File: src/rtl/fphub_div_pkg.sv
// Shared types and width constants for the HUB divide sequencer slice.
package fphub_div_pkg;

  localparam int M_DEF = 23;
  localparam int E_DEF = 8;
  localparam int W     = M_DEF + E_DEF + 1;

  typedef enum logic [1:0] {
    ST_IDLE  = 2'd0,
    ST_ISSUE = 2'd1,
    ST_WAIT  = 2'd2,
    ST_HOLD  = 2'd3
  } div_state_e;

  function automatic int op_width(input int m, input int e);
    return m + e + 1;
  endfunction

endpackage

File: src/rtl/fphub_div_sequencer_if.sv
// Request, result and divider-side signal bundle of the divide sequencer.
interface fphub_div_sequencer_if #(
  parameter int W     = fphub_div_pkg::W,
  parameter int TAG_W = 4
);

  // Handshakes: a request transfers on in_valid && in_ready, a result on
  // out_valid && out_ready; the sender holds its payload stable until then.
  // div_start is a one-cycle pulse, div_finish a one-cycle completion strobe.
  logic             in_valid;
  logic             in_ready;
  logic [W-1:0]     in_x;
  logic [W-1:0]     in_d;
  logic [TAG_W-1:0] in_tag;

  logic             out_valid;
  logic             out_ready;
  logic [W-1:0]     out_res;
  logic [TAG_W-1:0] out_tag;
  logic             out_special;
  logic             out_err;

  logic             div_start;
  logic [W-1:0]     div_x;
  logic [W-1:0]     div_d;
  logic [W-1:0]     div_res;
  logic             div_finish;
  logic             div_special;

  modport slave (
    input  in_valid, in_x, in_d, in_tag, out_ready,
           div_res, div_finish, div_special,
    output in_ready, out_valid, out_res, out_tag, out_special, out_err,
           div_start, div_x, div_d
  );

  modport master (
    output in_valid, in_x, in_d, in_tag, out_ready,
           div_res, div_finish, div_special,
    input  in_ready, out_valid, out_res, out_tag, out_special, out_err,
           div_start, div_x, div_d
  );

endinterface

File: src/rtl/fphub_req_fifo.sv
// Request FIFO: power-of-two depth, pointer-with-wrap-bit full/empty, no bypass.
module fphub_req_fifo #(
  parameter int DEPTH = 4,
  parameter int DW    = 68
) (
  input  logic          clk,
  input  logic          rst,
  input  logic          push,
  input  logic [DW-1:0] wdata,
  input  logic          pop,
  output logic [DW-1:0] rdata,
  output logic          full,
  output logic          empty
);

  localparam int AW = $clog2(DEPTH);

  logic [DW-1:0] mem [DEPTH];
  logic [AW:0]   wr_ptr;
  logic [AW:0]   rd_ptr;
  logic          do_push;
  logic          do_pop;

  assign do_push = push && !full;
  assign do_pop  = pop && !empty;

  assign empty = (wr_ptr == rd_ptr);
  // Same slot index with differing wrap bits means the writer lapped the reader.
  assign full  = (wr_ptr[AW] != rd_ptr[AW]) &&
                 (wr_ptr[AW-1:0] == rd_ptr[AW-1:0]);
  assign rdata = mem[rd_ptr[AW-1:0]];

  always_ff @(posedge clk or posedge rst) begin
    if (rst) begin
      wr_ptr <= '0;
      rd_ptr <= '0;
    end else begin
      if (do_push) wr_ptr <= wr_ptr + 1'b1;
      if (do_pop)  rd_ptr <= rd_ptr + 1'b1;
    end
  end

  always_ff @(posedge clk) begin
    if (do_push) mem[wr_ptr[AW-1:0]] <= wdata;
  end

endmodule

File: src/rtl/fphub_div_sequencer.sv
// Queues HUB divide requests and runs them one at a time through an external
// iterative divider, returning tagged results in order with a timeout fallback.
module fphub_div_sequencer
  import fphub_div_pkg::*;
#(
  parameter int M       = 23,
  parameter int E       = 8,
  parameter int DEPTH   = 4,
  parameter int TAG_W   = 4,
  parameter int TIMEOUT = 40
) (
  input  logic                  clk,
  input  logic                  rst,
  fphub_div_sequencer_if.slave  bus,
  output logic                  busy,
  output div_state_e            dbg_state
);

  localparam int OPW   = op_width(M, E);
  localparam int DW    = 2 * OPW + TAG_W;
  localparam int CNT_W = $clog2(TIMEOUT + 1);

  div_state_e       state;
  div_state_e       state_nxt;

  logic             fifo_push;
  logic             fifo_pop;
  logic             fifo_full;
  logic             fifo_empty;
  logic [DW-1:0]    fifo_wdata;
  logic [DW-1:0]    fifo_rdata;

  logic [OPW-1:0]   head_x;
  logic [OPW-1:0]   head_d;
  logic [TAG_W-1:0] head_tag;

  logic [OPW-1:0]   x_q;
  logic [OPW-1:0]   d_q;
  logic [TAG_W-1:0] tag_q;
  logic             special_q;
  logic [OPW-1:0]   res_q;
  logic             err_q;
  logic [CNT_W-1:0] wait_cnt;
  logic             timeout_hit;

  assign fifo_wdata = {bus.in_x, bus.in_d, bus.in_tag};
  assign fifo_push  = bus.in_valid && !fifo_full;
  assign fifo_pop   = (state == ST_ISSUE);
  assign {head_x, head_d, head_tag} = fifo_rdata;

  fphub_req_fifo #(
    .DEPTH (DEPTH),
    .DW    (DW)
  ) u_req_fifo (
    .clk   (clk),
    .rst   (rst),
    .push  (fifo_push),
    .wdata (fifo_wdata),
    .pop   (fifo_pop),
    .rdata (fifo_rdata),
    .full  (fifo_full),
    .empty (fifo_empty)
  );

  // The last WAIT cycle is the one where the counter still reads TIMEOUT-1.
  assign timeout_hit = (wait_cnt == CNT_W'(TIMEOUT - 1));

  always_comb begin
    state_nxt = state;
    case (state)
      ST_IDLE:  if (!fifo_empty) state_nxt = ST_ISSUE;
      ST_ISSUE: state_nxt = ST_WAIT;
      ST_WAIT:  if (bus.div_finish || timeout_hit) state_nxt = ST_HOLD;
      ST_HOLD:  if (bus.out_ready) state_nxt = ST_IDLE;
      default:  state_nxt = ST_IDLE;
    endcase
  end

  always_ff @(posedge clk or posedge rst) begin
    if (rst) state <= ST_IDLE;
    else     state <= state_nxt;
  end

  always_ff @(posedge clk or posedge rst) begin
    if (rst) begin
      x_q       <= '0;
      d_q       <= '0;
      tag_q     <= '0;
      special_q <= 1'b0;
      res_q     <= '0;
      err_q     <= 1'b0;
      wait_cnt  <= '0;
    end else begin
      case (state)
        ST_ISSUE: begin
          x_q       <= head_x;
          d_q       <= head_d;
          tag_q     <= head_tag;
          special_q <= bus.div_special;
          wait_cnt  <= '0;
        end
        ST_WAIT: begin
          wait_cnt <= wait_cnt + CNT_W'(1);
          if (bus.div_finish) begin
            res_q <= bus.div_res;
            err_q <= 1'b0;
          end else if (timeout_hit) begin
            // Fallback is a signed zero carrying the quotient's sign.
            res_q <= {x_q[OPW-1] ^ d_q[OPW-1], {(OPW-1){1'b0}}};
            err_q <= 1'b1;
          end
        end
        default: ;
      endcase
    end
  end

  // Operands are driven from the FIFO head while issuing, then held.
  assign bus.div_start   = (state == ST_ISSUE);
  assign bus.div_x       = (state == ST_ISSUE) ? head_x : x_q;
  assign bus.div_d       = (state == ST_ISSUE) ? head_d : d_q;

  assign bus.in_ready    = !fifo_full;
  assign bus.out_valid   = (state == ST_HOLD);
  assign bus.out_res     = res_q;
  assign bus.out_tag     = tag_q;
  assign bus.out_special = special_q;
  assign bus.out_err     = err_q;

  assign busy      = (state != ST_IDLE) || !fifo_empty;
  assign dbg_state = state;

endmodule

File: src/flat_wrapper.sv
// flat-port wrapper written by rule: the top's interface ports become plain ports
module fphub_div_sequencer_flat import fphub_div_pkg::*;
#(
  parameter int M       = 23,
  parameter int E       = 8,
  parameter int DEPTH   = 4,
  parameter int TAG_W   = 4,
  parameter int TIMEOUT = 40
)
  (clk, rst, busy, dbg_state, bus_in_valid, bus_in_x, bus_in_d, bus_in_tag, bus_out_ready, bus_div_res, bus_div_finish, bus_div_special, bus_in_ready, bus_out_valid, bus_out_res, bus_out_tag, bus_out_special, bus_out_err, bus_div_start, bus_div_x, bus_div_d);
  fphub_div_sequencer_if #(.W((32)), .TAG_W(TAG_W)) bus_i ();
  input  logic clk;
  input  logic rst;
  output logic busy;
  output div_state_e dbg_state;
  input wire logic [$bits(bus_i.in_valid)-1:0] bus_in_valid;
  input wire logic [$bits(bus_i.in_x)-1:0] bus_in_x;
  input wire logic [$bits(bus_i.in_d)-1:0] bus_in_d;
  input wire logic [$bits(bus_i.in_tag)-1:0] bus_in_tag;
  input wire logic [$bits(bus_i.out_ready)-1:0] bus_out_ready;
  input wire logic [$bits(bus_i.div_res)-1:0] bus_div_res;
  input wire logic [$bits(bus_i.div_finish)-1:0] bus_div_finish;
  input wire logic [$bits(bus_i.div_special)-1:0] bus_div_special;
  output wire logic [$bits(bus_i.in_ready)-1:0] bus_in_ready;
  output wire logic [$bits(bus_i.out_valid)-1:0] bus_out_valid;
  output wire logic [$bits(bus_i.out_res)-1:0] bus_out_res;
  output wire logic [$bits(bus_i.out_tag)-1:0] bus_out_tag;
  output wire logic [$bits(bus_i.out_special)-1:0] bus_out_special;
  output wire logic [$bits(bus_i.out_err)-1:0] bus_out_err;
  output wire logic [$bits(bus_i.div_start)-1:0] bus_div_start;
  output wire logic [$bits(bus_i.div_x)-1:0] bus_div_x;
  output wire logic [$bits(bus_i.div_d)-1:0] bus_div_d;
  assign bus_i.in_valid = bus_in_valid;
  assign bus_i.in_x = bus_in_x;
  assign bus_i.in_d = bus_in_d;
  assign bus_i.in_tag = bus_in_tag;
  assign bus_i.out_ready = bus_out_ready;
  assign bus_i.div_res = bus_div_res;
  assign bus_i.div_finish = bus_div_finish;
  assign bus_i.div_special = bus_div_special;
  assign bus_in_ready = bus_i.in_ready;
  assign bus_out_valid = bus_i.out_valid;
  assign bus_out_res = bus_i.out_res;
  assign bus_out_tag = bus_i.out_tag;
  assign bus_out_special = bus_i.out_special;
  assign bus_out_err = bus_i.out_err;
  assign bus_div_start = bus_i.div_start;
  assign bus_div_x = bus_i.div_x;
  assign bus_div_d = bus_i.div_d;
  fphub_div_sequencer #(.M(M), .E(E), .DEPTH(DEPTH), .TAG_W(TAG_W), .TIMEOUT(TIMEOUT)) u_core (.clk(clk), .rst(rst), .bus(bus_i), .busy(busy), .dbg_state(dbg_state));
endmodule
File: config.mk
export PLATFORM = sky130hd
export DESIGN_NAME = fphub_div_sequencer_flat
export DESIGN_NICKNAME = d
export VERILOG_FILES = /design/src/rtl/fphub_div_pkg.sv /design/src/rtl/fphub_div_sequencer_if.sv /design/src/rtl/fphub_req_fifo.sv /design/src/rtl/fphub_div_sequencer.sv /design/src/flat_wrapper.sv
export SDC_FILE = /design/constraint.sdc
export NUM_CORES = 1
export LEC_CHECK = 0
export ABC_AREA = 1
export CAP_MARGIN = 20
export CORE_MARGIN = 2
export CORE_UTILIZATION = 25
export CTS_BUF_LIST = sky130_fd_sc_hd__clkbuf_8
export DETAILED_ROUTE_END_ITERATION = 7
export SKIP_CTS_REPAIR_TIMING = 1
export SLEW_MARGIN = 20
export SYNTH_ARGS = -nofsm -noshare
export SYNTH_HDL_FRONTEND = slang
export SYNTH_SLANG_ARGS = --single-unit
export TNS_END_PERCENT = 10
File: constraint.sdc
create_clock -name clk -period 7.9 [get_ports clk]
set_clock_uncertainty 0.15 [all_clocks]
set_input_delay 1.58 -clock clk [delete_from_list [all_inputs] [get_ports clk]]
set_output_delay 1.58 -clock clk [all_outputs]
set_load 0.01 [all_outputs]
==> results.py <==
# Generated from Yosys and OpenROAD reports
metrics = {
    "synthesis": {
        "yosys_warnings": 0,
        "ys_async_sr_fraction_pct": 29.9,
        "top_cells_by_count": "nor2_1 (344), edfxtp_1 (272), o21ai_0 (123), dfrtp_1 (116), nand2_1 (97)",
        "syn_area_per_cell_sq_um": 12.3,
        "flop_cell": "edfxtp_1",
        "synthCells": 1208,
        "synth_area_sq_um": 14800,
        "top_cell": "nor2_1",
        "yosysChipArea_sq_um": 14800,
        "top_area_share_pct": 55.1,
        "synth_cell_type_count": 30,
        "ys_ff": 388,
    },
    "final_timing": {
        "worst_pin_slew_ps": 978,
        "period_minus_slack_ps": 5570,
        "hold_violations": 0,
    },
    "worst_setup_path": {
        "cp.arrival_ps": 3840,
        "worstReg2RegStart": "u_core.u_req_fifo.rd_ptr[0]",
        "reg2regPathDepth": 7,
    },
    "route": {
        "dr.pass1.iters": 4,
        "wl_per_cell_um": 16.7,
        "drtIter0Drc": 516,
        "drc": 0,
        "routed-wl-met2_um": 17200,
        "topRoutingLayerUsed": "met5",
        "drt-met1-wl_um": 17200,
    },
    "floorplan": {
        "ios": 214,
        "die_h_um": 247,
        "core_sq_um": 58800,
        "fp_util_pct": 25.2,
        "rows": 89,
    },
    "pwr": {
        "ir_worst_vdd_mv": 0.175,
        "design_power_total_mw": 7.78,
        "p_leak_nw": 7.09,
    },
    "place": {
        "pre_cts_slack_ps": 2920,
        "dp_hpwl_um": 21300,
    },
    "hold_path": {
        "min-delay-start": "u_core.bus.out_res[22]",
    },
    "clocking": {
        "cts_sinks": 388,
        "cts_tree": "yes",
        "cts_root_buf": "clkbuf_8",
    },
    "grt": {
        "track_usage_pct": 12.4,
        "grt_antenna_before_repair": 3,
        "grt_max_degree": 95,
        "met3_usage_pct": 3.67,
    },
    "layout": {
        "layout.nets": 1553,
        "fill_cells": 5855,
    },
    "outcome": {
        "status": "complete, no violations",
    },
}
-- cells by family (layout without fill, tap and decap cells) --
family / after synthesis / after routing / synth area share [%]
fa+ha+maj: 10 / 10 / 0.845
compound gates: 218 / 218 / 7.94
buf+inv: 96 / 380 / 3.06
other cells: 0 / 1 / 0
mux: 1 / 1 / 0.0760
flops: 388 / 388 / 74.7
simple gates: 491 / 491 / 13.1
xor+xnor: 4 / 4 / 0.287
-- layout make-up --
class	instances	area [sq um]	share of cell area, %
Antenna cell	1	2.50	0.0131
Clock buffer	81	1110	5.81
Clock inverter	46	333	1.74
Inverter	26	105	0.548
Multi-Input combinational cell	724	3330	17.4
Sequential cell	388	11100	57.8
Tap cell	773	967	5.04
Timing Repair Buffer	227	2240	11.7
-- per-stage QoR --
stage	cells	instance area (sq um)
4_1_cts	2265	19200
2_1_floorplan	1208	14800
5_1_grt	2265	19200
3_5_place_dp	2138	17700
6_report	2266	19200
3_3_place_gp	2138	17700
-- state kept, by name (all words and copies together), names as in the netlist --
name                      count
u_core.bus.out_special        1
u_core.u_req_fifo.wr_ptr      3
u_core.bus.out_res           32
u_core.d_q                   32
u_core.u_req_fifo.rd_ptr      3
u_core.u_req_fifo.mem       272
u_core.dbg_state              2
u_core.bus.out_tag            4
u_core.wait_cnt               6
u_core.bus.out_err            1
u_core.x_q                   32
-- report_power, final --
part           leakage [nW]  internal (mW)  total, mW  switching, mW
Combinational          2.41           1.14       2.80           1.66
Sequential             3.85           2.80       3.04          0.244
Clock                 0.833           1.10       1.94          0.836
Total                  7.09           5.04       7.78           2.74
-- worst max-delay path: stages (launching register included) --
cell and delay (ps):
dfrtp_4 690, inv_4 550, buf_4 730, o21ai_0 200
a31oi_1 370, clkdlybuf4s50_1 610
==> images/met1.png <==
Drawn at 2 px/um. Supply wires on this layer in grey. Cells faint in the background.
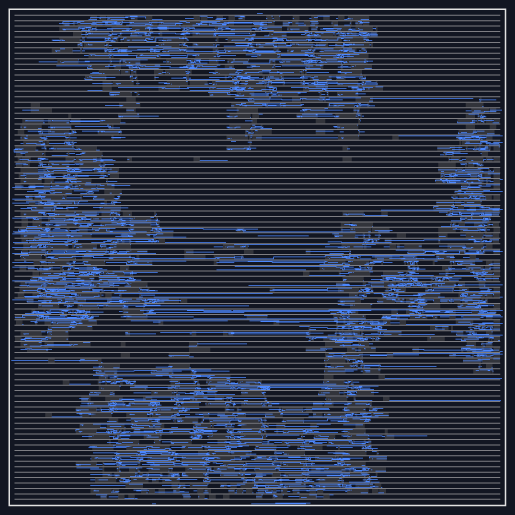
main direction: horizontal
longest straight run: 104 um
wire length on this layer: 17,200 um

==> images/met2.png <==
Drawn at 2 px/um.
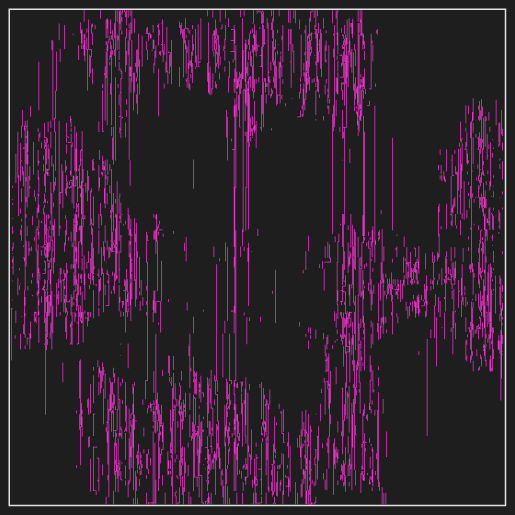
nets with wire on the layer: 1,195
main direction: vertical
share of all routed wire: 45%
WL final: 37,900 um
routed vias: 9,756
met2 Use GR: 19.9%

Power is estimated from default activity; no workload was simulated.
